==> src/rtl/stopwatch_low_digits.sv <==
// stopwatch_low_digits
//   Lowest stage of the stopwatch seconds chain. A prescaler divides Clock
//   into a one-cycle count-enable tick (E). Two BCD digits (HEX0/HEX1)
//   advance on each tick. Each digit drives an active-low 7-segment display.
//   The "digit at 9" flags let the next digit counter decide when to carry.
// Ports:
//   Clock          system clock, all state on posedge
//   Reset          synchronous active-high, clears all state
//   hold           1 = run, 0 = pause (prescaler and digits freeze)
//   Clear          synchronous active-high zero of digits and prescaler
//   E              registered one-cycle tick, once per DIV running cycles
//   Q0, Q1         BCD digits 0..9 (HEX0, HEX1)
//   counter        Q0 == 9
//   counter2       Q1 == 9
//   Seg0, Seg1     active-low segments, bit0 = a .. bit6 = g

// seg7_dec: BCD digit to active-low 7-segment pattern; 10..15 blank.
module seg7_dec #(
  parameter int n = 4
) (
  input  logic [n-1:0] dig,
  output logic [6:0]   seg
);
  always_comb begin
    seg = 7'b1111111;
    case (dig)
      n'(0): seg = 7'b1000000;
      n'(1): seg = 7'b1111001;
      n'(2): seg = 7'b0100100;
      n'(3): seg = 7'b0110000;
      n'(4): seg = 7'b0011001;
      n'(5): seg = 7'b0010010;
      n'(6): seg = 7'b0000010;
      n'(7): seg = 7'b1111000;
      n'(8): seg = 7'b0000000;
      n'(9): seg = 7'b0010000;
      default: seg = 7'b1111111;
    endcase
  end
endmodule

module stopwatch_low_digits #(
  parameter int DIV   = 5000000,
  parameter int DIV_W = 23,
  parameter int n     = 4
) (
  input  logic         Clock,
  input  logic         Reset,
  input  logic         hold,
  input  logic         Clear,
  output logic         E,
  output logic [n-1:0] Q0,
  output logic [n-1:0] Q1,
  output logic         counter,
  output logic         counter2,
  output logic [6:0]   Seg0,
  output logic [6:0]   Seg1
);
  localparam int NUM_DIG = 2;

  logic [DIV_W-1:0] cnt;
  logic             at_top;

  assign at_top = (cnt == DIV_W'(DIV - 1));

  // Reset and Clear have identical effect, so they share one branch.
  // The prescaler and the digits only move while hold=1. A paused
  // prescaler keeps its phase, so a resume continues the interval
  // instead of restarting it.
  always_ff @(posedge Clock) begin
    if (Reset || Clear) begin
      cnt <= '0;
      E   <= 1'b0;
      Q0  <= '0;
      Q1  <= '0;
    end else begin
      E <= hold && at_top;
      if (hold) begin
        cnt <= at_top ? '0 : cnt + DIV_W'(1);
        // E is already registered, so the digits step one edge after the
        // prescaler hits its terminal count. This keeps the flags aligned
        // with E for the downstream stage.
        if (E) begin
          if (Q0 == n'(9)) begin
            Q0 <= '0;
            Q1 <= (Q1 == n'(9)) ? '0 : Q1 + n'(1);
          end else begin
            Q0 <= Q0 + n'(1);
          end
        end
      end
    end
  end

  assign counter  = (Q0 == n'(9));
  assign counter2 = (Q1 == n'(9));

  logic [NUM_DIG-1:0][n-1:0] dig;
  logic [NUM_DIG-1:0][6:0]   seg;

  assign dig = {Q1, Q0};

  for (genvar g = 0; g < NUM_DIG; g++) begin : g_seg
    seg7_dec #(.n(n)) u_dec (
      .dig (dig[g]),
      .seg (seg[g])
    );
  end

  assign Seg0 = seg[0];
  assign Seg1 = seg[1];
endmodule

==> config.mk <==
export PLATFORM = sky130hd
export DESIGN_NAME = stopwatch_low_digits
export DESIGN_NICKNAME = d
export VERILOG_FILES = /design/src/rtl/stopwatch_low_digits.sv
export SDC_FILE = /design/constraint.sdc
export NUM_CORES = 1
export LEC_CHECK = 0
export CAP_MARGIN = 40
export CORE_UTILIZATION = 55
export DETAILED_ROUTE_END_ITERATION = 8
export PLACE_DENSITY = 0.79
export SETUP_SLACK_MARGIN = 0.15
export SLEW_MARGIN = 20
export SYNTH_ARGS = -nofsm -noshare
export SYNTH_HDL_FRONTEND = slang
export SYNTH_SLANG_ARGS = --single-unit
export TNS_END_PERCENT = 5
==> constraint.sdc <==
create_clock -name Clock -period 2.5 [get_ports Clock]
set_clock_uncertainty 0.05 [all_clocks]
set_input_delay 0.5 -clock Clock [delete_from_list [all_inputs] [get_ports Clock]]
set_output_delay 0.5 -clock Clock [all_outputs]
set_load 0.05 [all_outputs]
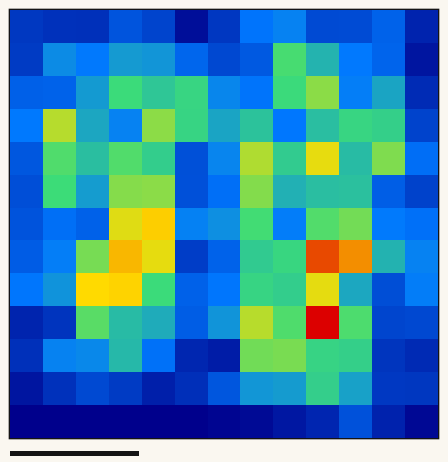
*Wire density map, run 1*
Bar = 20 microns. 13 x 13 tiles, from dark blue (low) to red (high), scaled to the fullest tile. Values are wire area over tile area, all layers added.
emptiest ninth of the die: south-west
nearly empty tiles: 5.3%
tiles over half the peak: 19%
fullest tile: 0.48
mean over tiles: 0.15

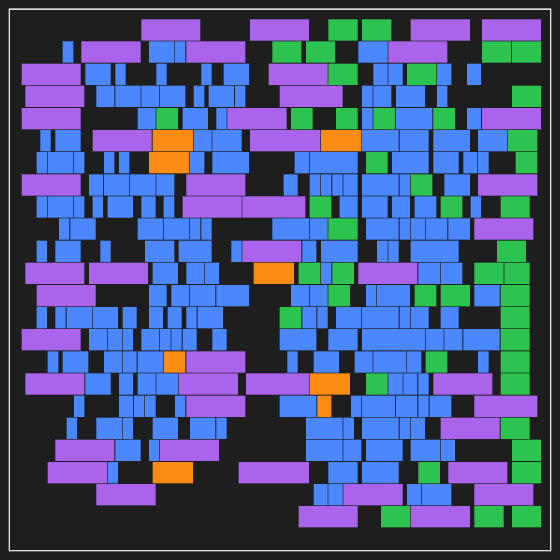
*Cells colored by class, run 1*
legend:
  green:
    class: remaining buffers and delay cells
    cells: 45
    share_of_their_area: 15%
  purple:
    class: sequential cells
    cells: 46
    share_of_their_area: 34%
  blue:
    class: remaining logic cells
    cells: 198
    share_of_their_area: 48%
  orange:
    class: clock drivers and dummy loads
    cells: 8
    share_of_their_area: 3.4%

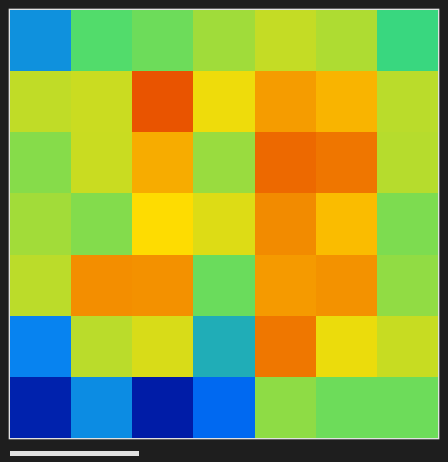
*Local utilization, run 1*
Bar = 20 microns. 7 x 7 tiles, from dark blue (low) to red (high), 0 to 100% covered.
tiles over 75% full: 27%
fullest tile: 90%
emptiest ninth of the die: south-west

==> Changelog: implementation, run 1 <==
### Metrics

- Commonest Layout Cell: dfxtp_1
- Synth top cell by count: dfxtp_1
- Synth Net Count: 269
- Post-layout net count: 315
- Area fraction in mux cells: 0.0401
- Final setup viols: 0
- Min-Delay Path Class: flip-flop to flip-flop
- DR vias: 1848
- Worst path max stage delay: 0.53 ns
- Post-DP Area: 2720 sq um
- Final tally of hold violations: 0
- Worst Setup SP: hold
- Met3 WL: 128 microns
- CP required: 2.61 ns
- Top Usage Layer GRT: met2
- DRC viols: 0
- Yosys top cell area share: 0.404
- HPWL after detailed placement: 3150 microns
- Pre-CTS WS: -0.109 ns
- Distinct cell type count after synthesis: 47
- Slowest stage cell on the critical path: or4_4
- Die Span X: 66.4 microns
- Top cells by area: dfxtp_1 40%, ha_1 8.2%, nor2_1 5.1%, xor2_1 4.2%, xnor2_1 3.8%
- Yosys aoi share: 0.0933
- Row cnt: 23
- Worst path bufs/invs: 3
- Leak: 0.00110 uW
- Initial antenna violation count: 0
- P_seq: 732 uW
- Period minus WS final: 2.31 ns
- Adder Share, Synth: 0.0823
- GR Util met1: 0.260
- Number of gates resized after CTS: 1
- Setup TNS: 0 ns
- Num Clock Sinks: 46
- Most frequent cell on the critical path: buf_4
- M1 wire length: 2040 microns
- Gate Count Post-Synth: 250
- Layout Area Growth over Synthesis: 24.8%
- Post-Synthesis Cell Area: 2280 sq um
- Post-synth top area cell: dfxtp_1
- DIE HEIGHT: 66.4 microns
- DP Cell Count: 339
- Kind of critical path: input pin to flip-flop
- H-Tree Depth: 2
- Pwr Total: 1230 uW
- CP Launch Type: input pin
- Worst path arrival time: 2.42 ns
- CTS tree: done
- Clock-net power: 464 uW
- Post-Layout Cell Count: 347
- Syn_area_per_cell: 9.12 sq um
- Number of cells in Yosys stat: 250
- Number of enable flip-flop cells: 0
- Unrepaired setup endpoints after global routing: true
- DR WL met2: 2120 microns
- Post-synth seq share: 0.404
- Routability Congestion: 0.831
- Clk Latency, worst-skew pair: 0.29 ns
- FFs w/ async S/R, synth: 0
- Grt ovf: 0
- Worst Tran Pin Value: 0.545 ns
- Top sig layer: met4
- Max transition margin: 0.634
- Top post-synthesis cells by count: 46 x dfxtp_1, 31 x nor2_1, 17 x nand2_1, 16 x a21oi_1, 15 x ha_1
- CTS Hold Buffers Added: 0
- Layout cells sized above 1: 0.158
- Peak Freq: 434 MHz
- Worst R2R Start: Q0[1]$_SDFFE_PP0N_
- Max Cap Viol: 0
- GR Layer Usage met3: 0.0552
- Initial DRC Count: 150
- Yosys Chip Area: 2280 sq um
- First-pass GRT wire length: 7290 microns
- Fin crit share: 0.923
- I/O Buffers: 28
- Yosys warns: 0
- Clk network pwr share: 0.379
- Top pwr grp: sequential cells
- DIE AREA: 4410 sq um
- Met2 Resource Use GR: 0.365
- Worst-path clk slew: 0.08 ns
- Worst path cell trace: clkdlybuf4s50_1, buf_4, nand3_1, or4_4, nand2_4, buf_4, mux2i_1, a21oi_1
- Comb power frac: 0.024
- Final Util: 0.711
- Internal power: 966 uW
- Antenna viol nets, final: 0
- Top cells excl fill/tap: 40 x dfxtp_1, 31 x nor2_1, 26 x clkdlybuf4s50_1, 18 x buf_4, 17 x nand2_1
- Initial Utilization: 0.570
- Hold_sp: cnt[22]$_SDFFE_PP0P_
- CTS buffer count: 5
- Crit Path Max Fanout: 7
- CTS max path bufs: 2
- Setup WS post-layout: 0.193 ns
- Delay-heaviest family, CP: buffers and inverters
- Slew Viols, Final: 0
- Total I/O pin count: 29
- Xor+xnor area frac: 0.0807
- N_diodes: 0
- Core area: 4000 sq um
- Hold slack: 0.470 ns
- Synth Flop Type: dfxtp_1
- Simple share: 0.255
- CP endpoint kind: flip-flop
- Switching part of the total: 0.213
- Post-CTS Setup Inserts: 0
- Tot GR Track Use: 0.216
- Vias in the first global route: 1704
- Comb area leader: simple AND/OR/NAND/NOR gates
- Reg2reg setup slack: 0.29 ns
- Vias/cell: 5.33
- Largest net degree at the start of global routing: 24
- Tool warnings: 38
- Sw power: 261 uW
- Status: complete, no violations
- Combinational power: 29.9 uW
- Final wirelength: 4320 microns
- Sequential share of power: 0.597
- Mean routed wirelength per cell: 12.4 microns
- VDD IR-drop max: 0.387 mV
- CTS root buffer: clkbuf_8
- Final instance area: 2840 sq um
- Yosys reg bits: 46
- Power density over cell area: 431 nW/um^2
- Drt first pass iters: 4
run 1: final timing paths:
check,to,cells after the start
worst min-delay path,cnt[22]$_SDFFE_PP0P_,2
worst min register to register,cnt[22]$_SDFFE_PP0P_,2
worst max register to register,g_seg[0].u_dec.seg[0]$_DFF_P_,10
worst max-delay path,g_seg[1].u_dec.seg[3]$_DFF_P_,8
run 1: cell type report:
type / count / area, sq um
fillers: 321 / 1160
flip-flops and latches: 46 / 933
well taps: 50 / 62.6
multi-input cells: 184 / 1300
inverters: 14 / 52.6
clock buffers: 6 / 82.6
clock inverters: 2 / 12.5
repair buffers: 45 / 404
run 1: flip-flops by register name, indices dropped and copies added, names as in the netlist:
name	flops
E	1
Q1	4
Q0	4
cnt	23
g_seg.u_dec.seg	14
==> run 2, diff against run 1 <==
--- a/config.mk
+++ b/config.mk
@@ -6,6 +6,7 @@
 export NUM_CORES = 1
 export LEC_CHECK = 0
 export CAP_MARGIN = 40
+export CORE_MARGIN = 5
 export CORE_UTILIZATION = 55
 export DETAILED_ROUTE_END_ITERATION = 8
 export PLACE_DENSITY = 0.79
@@ -14,4 +15,4 @@
 export SYNTH_ARGS = -nofsm -noshare
 export SYNTH_HDL_FRONTEND = slang
 export SYNTH_SLANG_ARGS = --single-unit
-export TNS_END_PERCENT = 5
+export TNS_END_PERCENT = 10
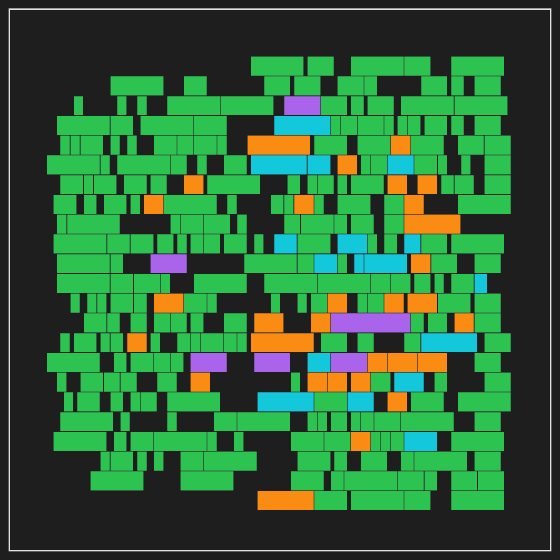
*Cell sizes after repair, run 2*
legend:
  purple:
    size: x6 and larger
    cells: 6
    share: 2.0%
    most_used: clkbuf_8
  cyan:
    size: x2
    cells: 17
    share: 5.7%
    most_used: dfxtp_2
  green:
    size: x1 and smaller
    cells: 245
    share: 82%
    most_used: dfxtp_1
  orange:
    size: x3 and x4
    cells: 30
    share: 10%
    most_used: buf_4

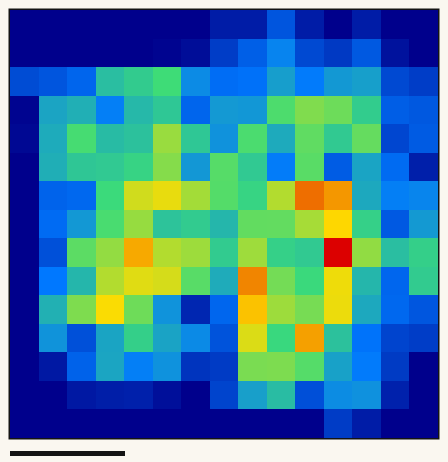
*Wire density map, run 2*
Bar = 20 microns. 15 x 15 tiles, from dark blue (low) to red (high), scaled to the fullest tile. Values are wire area over tile area, all layers added.
densest ninth of the die: center
mean over tiles: 0.14
tiles over half the peak: 23%
nearly empty tiles: 20%
fullest tile: 0.46

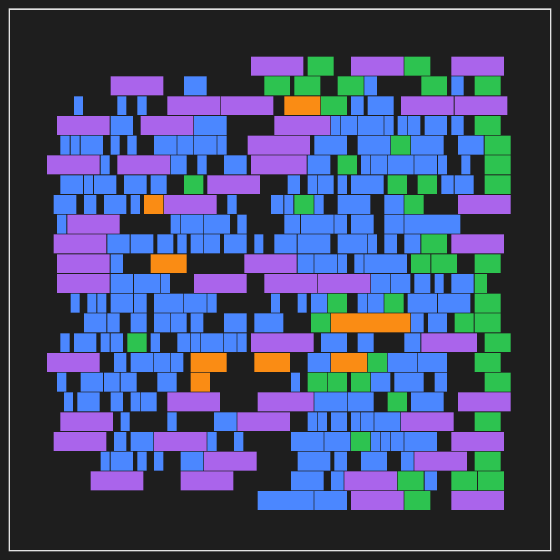
*Cells colored by class, run 2*
legend:
  green:
    class: remaining buffers and delay cells
    cells: 46
    share_of_their_area: 14%
  blue:
    class: remaining logic cells
    cells: 198
    share_of_their_area: 48%
  purple:
    class: sequential cells
    cells: 46
    share_of_their_area: 33%
  orange:
    class: clock drivers and dummy loads
    cells: 8
    share_of_their_area: 4.0%

==> run 2 against run 1 <==
Clock power up 19%. Critical path type unchanged. Highest routed layer unchanged. Count of clock-buffer cells in the layout down 1. Cell count rose by 0.29%. Setup slack gained 0.032 ns. Worst hold slack gained 0.019 ns.
==> Changelog: implementation, run 2 <==
### Metrics

- Final wirelength: 4880 microns (was 4320 microns)
- DRC viols: 0 (unchanged)
- Fin crit share: 0.910 (was 0.923)
- Final instance area: 2880 sq um (was 2840 sq um)
- Post-synth seq share: 0.404 (unchanged)
- Post-Synthesis Cell Area: 2280 sq um (unchanged)
- Drt first pass iters: 4 (unchanged)
- CTS root buffer: clkbuf_8 (unchanged)
- Max Cap Viol: 0 (unchanged)
- CP endpoint kind: flip-flop (unchanged)
- Pwr Total: 1310 uW (was 1230 uW)
- Top sig layer: met4 (unchanged)
- CP Launch Type: input pin (unchanged)
- Slowest stage cell on the critical path: or4_4 (unchanged)
- Num Clock Sinks: 46 (unchanged)
- Post-Layout Cell Count: 348 (was 347)
- Met3 WL: 242 microns (was 128 microns)
- Vias in the first global route: 1864 (was 1704)
- Initial Utilization: 0.570 (unchanged)
- Worst path max stage delay: 0.52 ns (was 0.53 ns)
- Status: complete, no violations (unchanged)
- Grt ovf: 0 (unchanged)
- Antenna viol nets, final: 0 (unchanged)
- Met2 Resource Use GR: 0.333 (was 0.365)
- Peak Freq: 440 MHz (was 434 MHz)
- Worst Tran Pin Value: 0.509 ns (was 0.545 ns)
- #MultiIn Comb: 184 (unchanged)
- Synth Net Count: 269 (unchanged)
- Yosys top cell area share: 0.404 (unchanged)
- Mean routed wirelength per cell: 14.0 microns (was 12.4 microns)
- Yosys aoi share: 0.0933 (unchanged)
- Power density over cell area: 456 nW/um^2 (was 431 nW/um^2)
- Period minus WS final: 2.27 ns (was 2.31 ns)
- Gate Count Post-Synth: 250 (unchanged)
- Max reg flops: 23 (unchanged)
- Delay-heaviest family, CP: buffers and inverters (unchanged)
- Worst-path clk slew: 0.09 ns (was 0.08 ns)
- CTS max path bufs: 2 (unchanged)
- Commonest Layout Cell: dfxtp_1 (unchanged)
- Top cells excl fill/tap: 40 x dfxtp_1, 31 x nor2_1, 26 x clkdlybuf4s50_1, 19 x buf_4, 16 x nand2_1 (was 40 x dfxtp_1, 31 x nor2_1, 26 x clkdlybuf4s50_1, 18 x buf_4, 17 x nand2_1)
- DIE AREA: 5530 sq um (was 4410 sq um)
- Synth Flop Type: dfxtp_1 (unchanged)
- Adder Share, Synth: 0.0823 (unchanged)
- Worst path arrival time: 2.40 ns (was 2.42 ns)
- Fill count: 321 (unchanged)
- Post-synth top area cell: dfxtp_1 (unchanged)
- Top reg by flops: cnt (unchanged)
- Inverters: 14 (unchanged)
- Area fraction in mux cells: 0.0401 (unchanged)
- Comb area leader: simple AND/OR/NAND/NOR gates (unchanged)
- Max transition margin: 0.659 (was 0.634)
- Unrepaired setup endpoints after global routing: true (unchanged)
- Seq cells: 46 (unchanged)
- DP Cell Count: 339 (unchanged)
- CP required: 2.63 ns (was 2.61 ns)
- GR Util met1: 0.212 (was 0.260)
- Initial DRC Count: 85 (was 150)
- DR vias: 1913 (was 1848)
- Yosys Chip Area: 2280 sq um (unchanged)
- Slew Viols, Final: 0 (unchanged)
- H-Tree Depth: 2 (unchanged)
- Non-clock buffer share of cell area: 0.141 (was 0.142)
- DR WL met2: 2420 microns (was 2120 microns)
- Synth top cell by count: dfxtp_1 (unchanged)
- M1 wire length: 2110 microns (was 2040 microns)
==> run 2: cell counts after synthesis <==
Identical to the previous run, type by type.
==> run 2: path summary, 6_finish.rpt <==
path	startpoint	end	slack, ns	cells past startpoint
max reg2reg	Q1[1]$_SDFFE_PP0N_	g_seg[1].u_dec.seg[0]$_DFF_P_	0.28	9
min reg2reg	cnt[14]$_SDFFE_PP0P_	cnt[14]$_SDFFE_PP0P_	0.49	2
min	cnt[14]$_SDFFE_PP0P_	cnt[14]$_SDFFE_PP0P_	0.49	2
max	hold	g_seg[1].u_dec.seg[0]$_DFF_P_	0.23	8
==> run 2: where the power goes <==
group          switching (uW)  internal (uW)
logic                    18.1           11.7
clock network             255            297
registers                1.40            731
Power and IR drop assume default switching activity.
